Fig. 1: the metal 2 layer
Scale bar: 20 um.
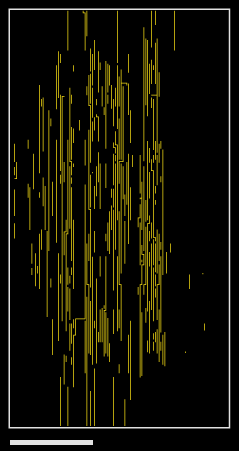
Fig. 2: gate-type map
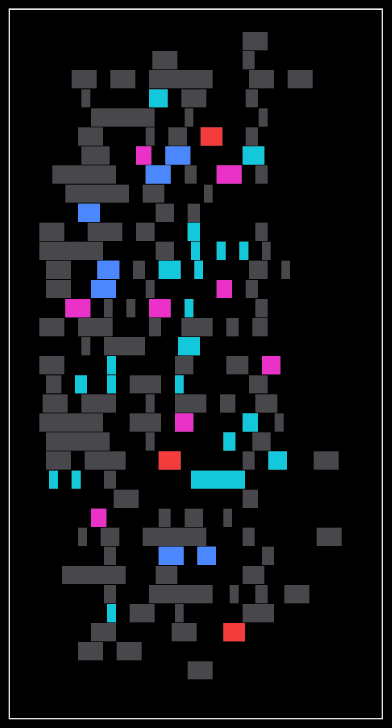
Fig. 3: port wiring
Scale bar: 20 um.
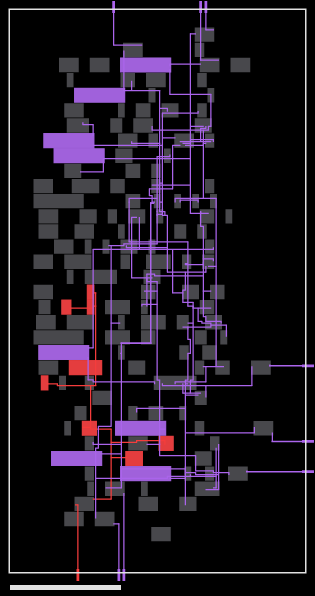
Fig. 4: routing congestion
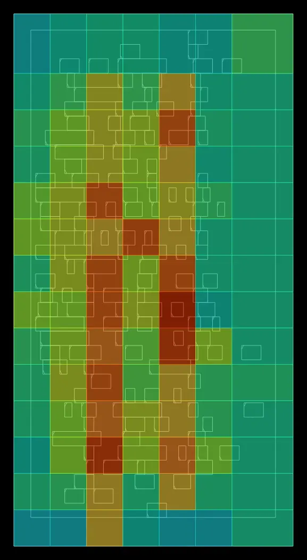
## src/rtl/updown_mod_counter.sv

```systemverilog
// Parametrised up/down modulo counter with wrap/saturate modes, sync clear/load and status flags.
// Optional enable prescaler is compiled in with `define UDCNT_PRESCALE_EN.
module updown_mod_counter #(
  parameter int WIDTH        = 8,
  parameter int MAX_VAL      = 2**WIDTH-1,
  parameter int PRESCALE_DIV = 4
) (
  input  logic             clk,
  input  logic             rst,
  input  logic             clr,
  input  logic             ld,
  input  logic [WIDTH-1:0] ldvalue,
  input  logic             en,
  input  logic             up,
  input  logic             sat,
  output logic [WIDTH-1:0] dout,
  output logic             tc,
  output logic             wrap,
  output logic             ovf
);

  localparam logic [WIDTH-1:0] MAX_V = WIDTH'(MAX_VAL);

  if (WIDTH < 2) begin : g_chk_w
    $error("WIDTH must be >= 2");
  end
  if (MAX_VAL < 1 || MAX_VAL > 2**WIDTH-1) begin : g_chk_max
    $error("MAX_VAL out of range");
  end
  if (PRESCALE_DIV < 1) begin : g_chk_div
    $error("PRESCALE_DIV must be >= 1");
  end

  logic [WIDTH-1:0] dout_q, dout_d;
  logic             wrap_q, wrap_d;
  logic             ovf_q, ovf_d;
  logic             step;

`ifdef UDCNT_PRESCALE_EN
  localparam int PS_W = (PRESCALE_DIV > 1) ? $clog2(PRESCALE_DIV) : 1;
  localparam logic [PS_W-1:0] PS_LAST = PS_W'(PRESCALE_DIV-1);

  logic [PS_W-1:0] ps_q, ps_d;

  // DIV=1 gives a 1-bit prescaler stuck at 0 == PS_LAST, so every enabled edge steps.
  assign step = en && (ps_q == PS_LAST);

  always_ff @(posedge clk or posedge rst) begin
    if (rst) ps_q <= '0;
    else     ps_q <= ps_d;
  end

  always_comb begin
    ps_d = ps_q;
    if (clr || ld)  ps_d = '0;
    else if (step)  ps_d = '0;
    else if (en)    ps_d = ps_q + 1'b1;
  end
`else
  assign step = en;
`endif

  always_comb begin
    dout_d = dout_q;
    wrap_d = 1'b0;
    ovf_d  = ovf_q;
    if (clr) begin
      dout_d = '0;
      ovf_d  = 1'b0;
    end else if (ld) begin
      dout_d = (ldvalue > MAX_V) ? MAX_V : ldvalue;
    end else if (step) begin
      if (up) begin
        if (dout_q == MAX_V) begin
          ovf_d = 1'b1;
          if (!sat) begin
            dout_d = '0;
            wrap_d = 1'b1;
          end
        end else begin
          dout_d = dout_q + 1'b1;
        end
      end else begin
        if (dout_q == '0) begin
          ovf_d = 1'b1;
          if (!sat) begin
            dout_d = MAX_V;
            wrap_d = 1'b1;
          end
        end else begin
          dout_d = dout_q - 1'b1;
        end
      end
    end
  end

  always_ff @(posedge clk or posedge rst) begin
    if (rst) begin
      dout_q <= '0;
      wrap_q <= 1'b0;
      ovf_q  <= 1'b0;
    end else begin
      dout_q <= dout_d;
      wrap_q <= wrap_d;
      ovf_q  <= ovf_d;
    end
  end

  assign dout = dout_q;
  assign wrap = wrap_q;
  assign ovf  = ovf_q;
  assign tc   = up ? (dout_q == MAX_V) : (dout_q == '0);

endmodule

```

## config.mk

```make
export PLATFORM = sky130hd
export DESIGN_NAME = updown_mod_counter
export DESIGN_NICKNAME = d
export VERILOG_FILES = /design/src/rtl/updown_mod_counter.sv
export SDC_FILE = /design/constraint.sdc
export NUM_CORES = 1
export LEC_CHECK = 0
export CELL_PAD_IN_SITES_DETAIL_PLACEMENT = 2
export CELL_PAD_IN_SITES_GLOBAL_PLACEMENT = 2
export CORE_AREA = 3 3 50 98
export DETAILED_ROUTE_END_ITERATION = 10
export DIE_AREA = 0 0 53 101
export PLACE_DENSITY = 0.69
export SLEW_MARGIN = 20
export SYNTH_ARGS = -nofsm -noshare
export SYNTH_HDL_FRONTEND = slang
export SYNTH_SLANG_ARGS = --single-unit
```

## constraint.sdc

```tcl
create_clock -name clk -period 4.91 [get_ports clk]
set_clock_uncertainty 0.2 [all_clocks]
set_input_delay 0.491 -clock clk [delete_from_list [all_inputs] [get_ports clk]]
set_output_delay 0.491 -clock clk [all_outputs]
set_load 0.05 [all_outputs]
```

==> qor.csv <==
metric;value;unit
ys_types;51;
crit_path_start;up;
place_area;0.00126;sq mm
maxCapViolCount;0;
hp-class;register to register;
flop_area;250;sq um
cp_common_cell;clkdlybuf4s50_1;
taps;54;
clk-power;0.0850;mW
critPathMaxStageDelay;820;ps
cts_tree;yes;
fin_hold_ws;320;ps
finalPower;0.359;mW
yosys_cells;125;
status;finished clean;
via_count;1075;
fp_nets;143;
grt_pass1_vias;1215;
drt_iter0_markers;8;
fin_crit;3550;ps
grt_antenna_before_repair;0;
crit_chain;clkdlybuf4s50_1 -> nor4b_1 -> nand3_1 -> nand2_1 -> clkdlybuf4s50_1;
seq_power_share;0.339;
startpoint_type;input pin;
logic_area;671;sq um
initial_core_util;0.242;
powerDensity;275;mW/mm^2
slew-limit-headroom;0.415;
worstHoldStart;ovf;
finalCritPeriodShare;0.723;
synth_flop_count;10;
dieArea;0.00535;sq mm
dp_cells;193;
yosys.area.top_type;dfrtp_1;
critPathArrivalTime;2860;ps
row_count;34;
yosys.area.top_type_share;0.240;
cts_setup_buffers;0;
ant_nets;0;
n_multi_input_combinational_cell;97;
combPwrFrac;0.425;
clock-sinks;10;
grt_overflow;0;
p_switching;0.152;mW
area_leaders;dfrtp_1 (24%), o21ai_0 (4.8%), clkbuf_8 (4.0%);
buffers_excl_clock;25;
critPathCaptureType;output port;
areaGrowthSynthToFinish;25.5;%
dp_slack;1350;ps
avgSynthCellArea;8.33;sq um
num_antenna_cells;0;
seq_cells;10;
critPathKind;input pin to output port;
layoutNonFillerInstCount;196;
r2r-start;dout[0];
filler_cell_count;493;
design_area;0.00131;sq mm
critPathSlowestCell;clkdlybuf4s50_1;
crit_buf_inv;2;
cts_made_buffers;3;
post-route-util;0.304;
drive_gt1_frac;0.0845;
tightest_slew;871;ps
p_comb;0.152;mW
io_pins;26;
clkPwrFrac;0.237;
inv_count;7;
clockBufferDepth;2;
wl;3.67;mm
place.gp.congestion;0.829;
finalHoldViolCount;0;
cp_data_required_time;4220;ps
synth_chip_area;0.00104;sq mm
synth_warnings;0;
vdd_drop_max;0.000157;V
timing.final.ws_setup;1360;ps
nets;162;
max_freq;0.282;GHz
hpwl;2.96;mm
fin_tns_setup;0;ps
dieWidth;53;um
avgViaCountPerCell;5.48;
crit_path_max_fanout;17;
clock_latency;230;ps
postSynth.asyncResetShare;1.00;
p_int;0.207;mW
power_switching_share;0.423;
clk_pin_slew;50;ps
syn_area;0.00104;sq mm
cts_resized;0;
warnings;28;
edf_count;0;
setup_viol;0;
power.group.top;combinational cells;
htree_num_levels;1;
comb_area_frac;0.513;
postSynthSeqShare;0.240;
clockRootBuffer;clkbuf_8;
largest_class;combinational gates;
flop_cell;dfrtp_1;
port_buffers;25;
path_delay_family;buffers and inverters;
rsz0062_at_grt;false;
drc_errors;0;
grt_max_degree;18;
buf_share;0.192;
chipHeight;101;um
seq-cell-share;0.192;
finalMaxSlewViolations;0;
seq_power;0.122;mW
clk_share;0.0316;
core_area;0.00430;sq mm
grt_pass1_wl;6.07;mm
wl_per_cell;18.7;um
hold_buffers;0;
netlist_instances;125;
n_clock_buffer;3;
dr.pass1.iters;3;
p_leak;0.491;nW
## Picture notes: Fig. 1
nets with wire on the layer = 151
longest straight run = 54.4 um
main direction = vertical

## Picture notes: Fig. 2
AND-OR and OR-AND gates -> blue  # cells 7
XOR/XNOR gates -> red  # cells 3
NOR gates -> cyan  # cells 21
AND and OR gates -> magenta  # cells 8

## Picture notes: Fig. 3
`clr` -> red  # bits 1, direction input, edge bottom, end cells 8, buffers 1, wire 85.5 um
`dout` -> purple  # bits 8, direction output, edge 3 top, 3 right, 2 bottom, end cells 8, buffers 8, wire 972 um

## Picture notes: Fig. 4
GR peak layer: met2
met3 Resource Use GR: 0.00889
met1 Use GR: 0.157
Tot GR Track Use: 0.151

[cells in the mapped netlist, types with 2 or more instances]
cell type and instances:
xor2_1 3, clkbuf_8 3, a32o_1 2, nor2_1 11, a211oi_1 3, o21ai_0 10, nor3b_1 2, a21boi_0 2
o31ai_1 2, inv_1 7, nand2_1 11, a21oi_1 7, buf_4 3, ha_1 3, nor4b_1 3, nand4_1 3
clkbuf_1 3, nor3_1 3, dfrtp_1 10, nand3_1 3
[registers in the layout, summed over array words and instances (netlist names)]
signal	cells
ovf	1
dout	8
wrap	1
[routing by layer]
| layer | global-route usage | up-vias | share of wire |
|---|---|---|---|
| li1 | - | 507 | - |
| met1 | 0.157 | 542 | 0.38 |
| met2 | 0.289 | 18 | 0.58 |
| met3 | 0.00889 | 8 | 0.016 |
| met4 | 0.0669 | 0 | 0.023 |
| met5 | 0 | - | 0 |
[placed cells by master (no fill, tap or decap), drive strengths merged, types with 4 or more instances in the layout]
cell type      instances
nor2                  11
inv                    7
a21oi                  8
nand2                 11
clkdlybuf4s50         25
o21ai                 10
nand4                  4
dfrtp                 10
[logic make-up (layout without fill, tap and decap cells)]
| kind of cell | Yosys count | after routing | synth area share |
|---|---|---|---|
| simple gates | 48 | 48 | 0.272 |
| compound gates | 42 | 42 | 0.300 |
| buf+inv | 18 | 35 | 0.115 |
| flops | 10 | 10 | 0.240 |
| fa+ha+maj | 3 | 3 | 0.0361 |
| xor+xnor | 3 | 3 | 0.0252 |
| mux | 1 | 1 | 0.0108 |
[final timing paths]
| path | end | slack (ps) | depth (start not counted) |
|---|---|---|---|
| max | tc | 1360 | 5 |
| min | ovf | 320 | 2 |
| max reg2reg | dout[0] | 2150 | 7 |
| min reg2reg | ovf | 320 | 2 |
| max in group asynchronous | wrap | 3870 | 2 |
| min in group asynchronous | ovf | 350 | 2 |
Power figures rest on the tool's default switching activity, not on a simulated workload.
